## src/rtl/fib_pkg.sv

```systemverilog
// fib_pkg: shared width default and checker state encoding.
package fib_pkg;
  localparam int W_DEF = 32;
  typedef enum logic [1:0] {IDLE, RUN, FIN} state_t;
endpackage

```

## src/rtl/fib_gen_core.sv

```systemverilog
// fib_gen_core: two-register Fibonacci generator; cur is the golden term for the current index.
module fib_gen_core import fib_pkg::*; #(
  parameter int W = W_DEF
) (
  input  logic         clk,
  input  logic         rst,
  input  logic         clear,
  input  logic         advance,
  output logic [W-1:0] cur
);
  logic [W-1:0] nxt;
  always_ff @(posedge clk) begin
    if (rst) begin
      cur <= '0;
      nxt <= '0;
    end else if (clear) begin
      cur <= '0;
      nxt <= {{(W-1){1'b0}}, 1'b1};
    end else if (advance) begin
      cur <= nxt;
      nxt <= cur + nxt;
    end
  end
endmodule

```

## config.mk

```make
export PLATFORM = sky130hd
export DESIGN_NAME = fib_gen_core
export DESIGN_NICKNAME = d
export VERILOG_FILES = /design/src/rtl/fib_pkg.sv /design/src/rtl/fib_gen_core.sv
export SDC_FILE = /design/constraint.sdc
export NUM_CORES = 1
export LEC_CHECK = 0
export CAP_MARGIN = 10
export CORE_MARGIN = 1.5
export CORE_UTILIZATION = 35
export DETAILED_ROUTE_END_ITERATION = 7
export SLEW_MARGIN = 20
export SYNTH_ARGS = -nofsm -noshare
export SYNTH_HDL_FRONTEND = slang
export SYNTH_SLANG_ARGS = --single-unit
```

## constraint.sdc

```tcl
create_clock -name clk -period 3.47 [get_ports clk]
set_input_delay 0.694 -clock clk [delete_from_list [all_inputs] [get_ports clk]]
set_output_delay 0.694 -clock clk [all_outputs]
set_load 0.02 [all_outputs]
```

==> impl_metrics.json <==
{
  "comb_power_share": 0.044,
  "async_reset_ff_frac": 0,
  "grt_max_degree": 42,
  "io_pins": 36,
  "hold_violations": 0,
  "r2r_start": "cur[0]$_SDFFE_PP0P_",
  "worst_slew_pin_slew_ns": 0.619,
  "max_freq_mhz": 352,
  "crit_arrival_ns": 3.09,
  "antenna_found_initial": 0,
  "grt_pass1_vias": 3109,
  "routed-via-count": 3198,
  "cts_buffers": 9,
  "io_buffers": 35,
  "lay_top_count": "dfxtp_1",
  "cp-endpoint": "nxt[24]$_SDFFE_PP0P_",
  "place.gp.congestion": 0.841,
  "post_cts_resized": 0,
  "cp-start-kind": "register",
  "syn2layout_area_growth_pct": 17.9,
  "cts_tree": "built",
  "maxSlewViolCount": 0,
  "reg2reg_depth": 11,
  "dpl.hpwl_um": 6150,
  "fp_nets": 473,
  "yosys_warnings": 0,
  "cp-end-kind": "register",
  "yosys.area.top_type": "dfxtp_1",
  "h-tree-depth": 3,
  "crit_fanout": 4,
  "reg2reg_slack_ns": 0.63,
  "fin_worst_skew_ns": 0.0145,
  "period_minus_slack_ns": 2.84,
  "whs_path_depth": 2,
  "drc": 0,
  "ys_sh_adder": 0.106,
  "nNetsFinal": 505,
  "grt_first_pass_wirelength_um": 14300,
  "timing.rr.end": "nxt[24]$_SDFFE_PP0P_",
  "hold_path.startpoint": "nxt[31]$_SDFFE_PP0P_",
  "die_y_um": 108,
  "status": "finished clean",
  "switching_power_mw": 0.334,
  "syn_inst": 437,
  "drive_above_1_share": 0.0698,
  "finalWirelength_um": 8430,
  "holdPathEnd": "nxt[31]$_SDFFE_PP0P_",
  "cp-startpoint": "cur[0]$_SDFFE_PP0P_",
  "topCellsByArea": "dfxtp_1 (33%), mux2i_1 (13%), ha_1 (10%)",
  "setup_violations": 0,
  "topCombFamilyByArea": "AND-OR/OR-AND gates",
  "yosysTopAreaCellShare": 0.333,
  "finalCritPeriodShare": 0.818,
  "yosys-stat-area_um2": 3850,
  "common_cells": "dfxtp_1 (64), nor2_1 (62), mux2i_1 (50)",
  "post-place-ws_ns": 0.649,
  "ant_nets": 0,
  "fin_ws_ns": 0.633,
  "swShare": 0.226,
  "viasPerCell": 5.22,
  "synth_stat.cells": 437,
  "ys_types": 51,
  "syn_area_per_cell_um2": 8.81,
  "fp_util": 0.357,
  "seqPwrFrac": 0.499,
  "clock_tree.buffer_depth": 2,
  "path_clk_slew_ns": 0.07,
  "synthAoiAreaFrac": 0.197,
  "rsz0062_at_grt": "no",
  "p_int_mw": 1.14,
  "simple_gate_area_frac": 0.156,
  "drtPass1Iterations": 4,
  "synth.area.mux_share": 0.136,
  "finalSetupTns_ns": 0,
  "overflow": 0,
  "groute.usage.overall": 0.155,
  "top_cell": "dfxtp_1",
  "die-area_um2": 11600,
  "diodes": 0
}
## stage by stage
stage | area, µm² | std cells | power [mW] | hold slack, ns
6_report | 4540 | 613 | 1.48 | 0.488
5_1_grt | 4540 | 613 | 1.53 | 0.511
4_1_cts | 4540 | 613 | 1.49 | 0.488
3_5_place_dp | 4330 | 598 | 0.819 | 0.479
3_3_place_gp | 4330 | 598 | 0.819 | 0.460
2_1_floorplan | 3850 | 437 | 0.802 | 0.446
## layout make-up
class | count | area, µm²
fill | 1100 | 6250
clock inverter | 3 | 40.0
inverter | 7 | 26.3
clock buffer | 12 | 165
timing repair buffer | 39 | 378
multi-input combinational | 348 | 2470
tap | 140 | 175
sequential | 64 | 1280
## registers in the layout, summed over array words and instances, names as in the netlist
signal,count
cur,32
nxt,32
## power groups by stage
stage | clock (mW) | sequential, mW | combinational (mW)
3_3_place_gp | 0 | 0.754 | 0.0647
2_1_floorplan | 0 | 0.754 | 0.0474
3_5_place_dp | 0 | 0.754 | 0.0649
6_report | 0.675 | 0.737 | 0.0645
4_1_cts | 0.692 | 0.737 | 0.0652
5_1_grt | 0.721 | 0.737 | 0.0701
## worst max-delay path, stage by stage, from the launching register on
cell,delay [ns]
dfxtp_1,0.33
ha_1,0.24
fa_1,0.40
a21o_1,0.22
a221oi_2,0.34
o21ai_1,0.17
nand2_1,0.13
o21ai_1,0.12
o211ai_2,0.24
a31oi_2,0.16
o21a_1,0.20
o31ai_1,0.22
## per-layer routing
| layer | up-vias | GRT usage | wire length, µm |
|---|---|---|---|
| met1 | 1493 | 0.203 | 4200 |
| met2 | 48 | 0.247 | 3930 |
| met4 | 0 | 0.0602 | 45 |
| met5 | - | 0 | 0 |
| met3 | 2 | 0.0351 | 254 |
| li1 | 1655 | - | - |
Figure 1. Pin map.
The bar under the picture is 20 µm long. Pins as bars across the die edge, other pins in grey.
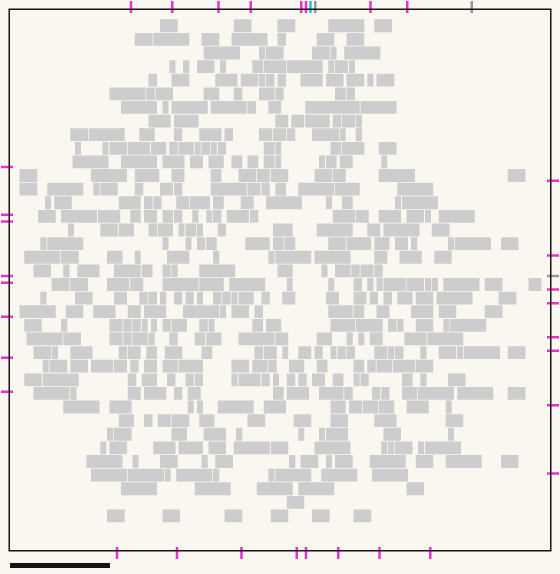
[rst] cyan | pins: 1 | direction: input | edge: north
[cur] magenta | pins: 32 | direction: output | edge: 8 north, 8 south, 8 west, 8 east

Figure 2. Metal 1.
The bar under the picture is 20 µm long.
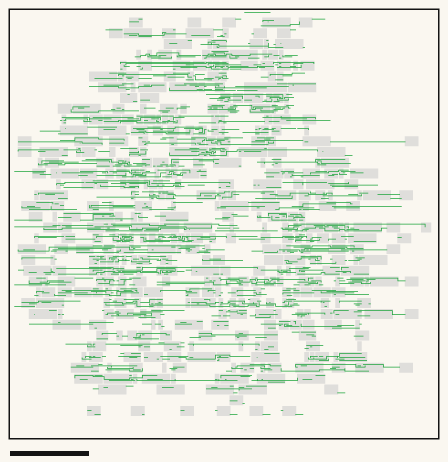
longest straight run: 33.1 µm
nets with wire on the layer: 475
main direction: horizontal

Figure 3. Routing congestion.
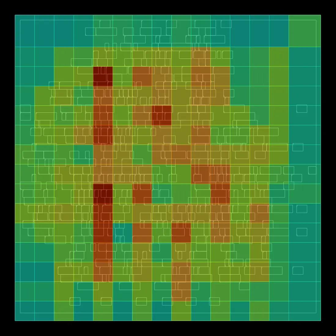
grt met3 use: 0.0351
met2 Use GR: 0.247
Core Util, Final: 0.420
DR WL/cell: 13.8 µm
met1 Use GR: 0.203

Power and IR drop assume default switching activity.
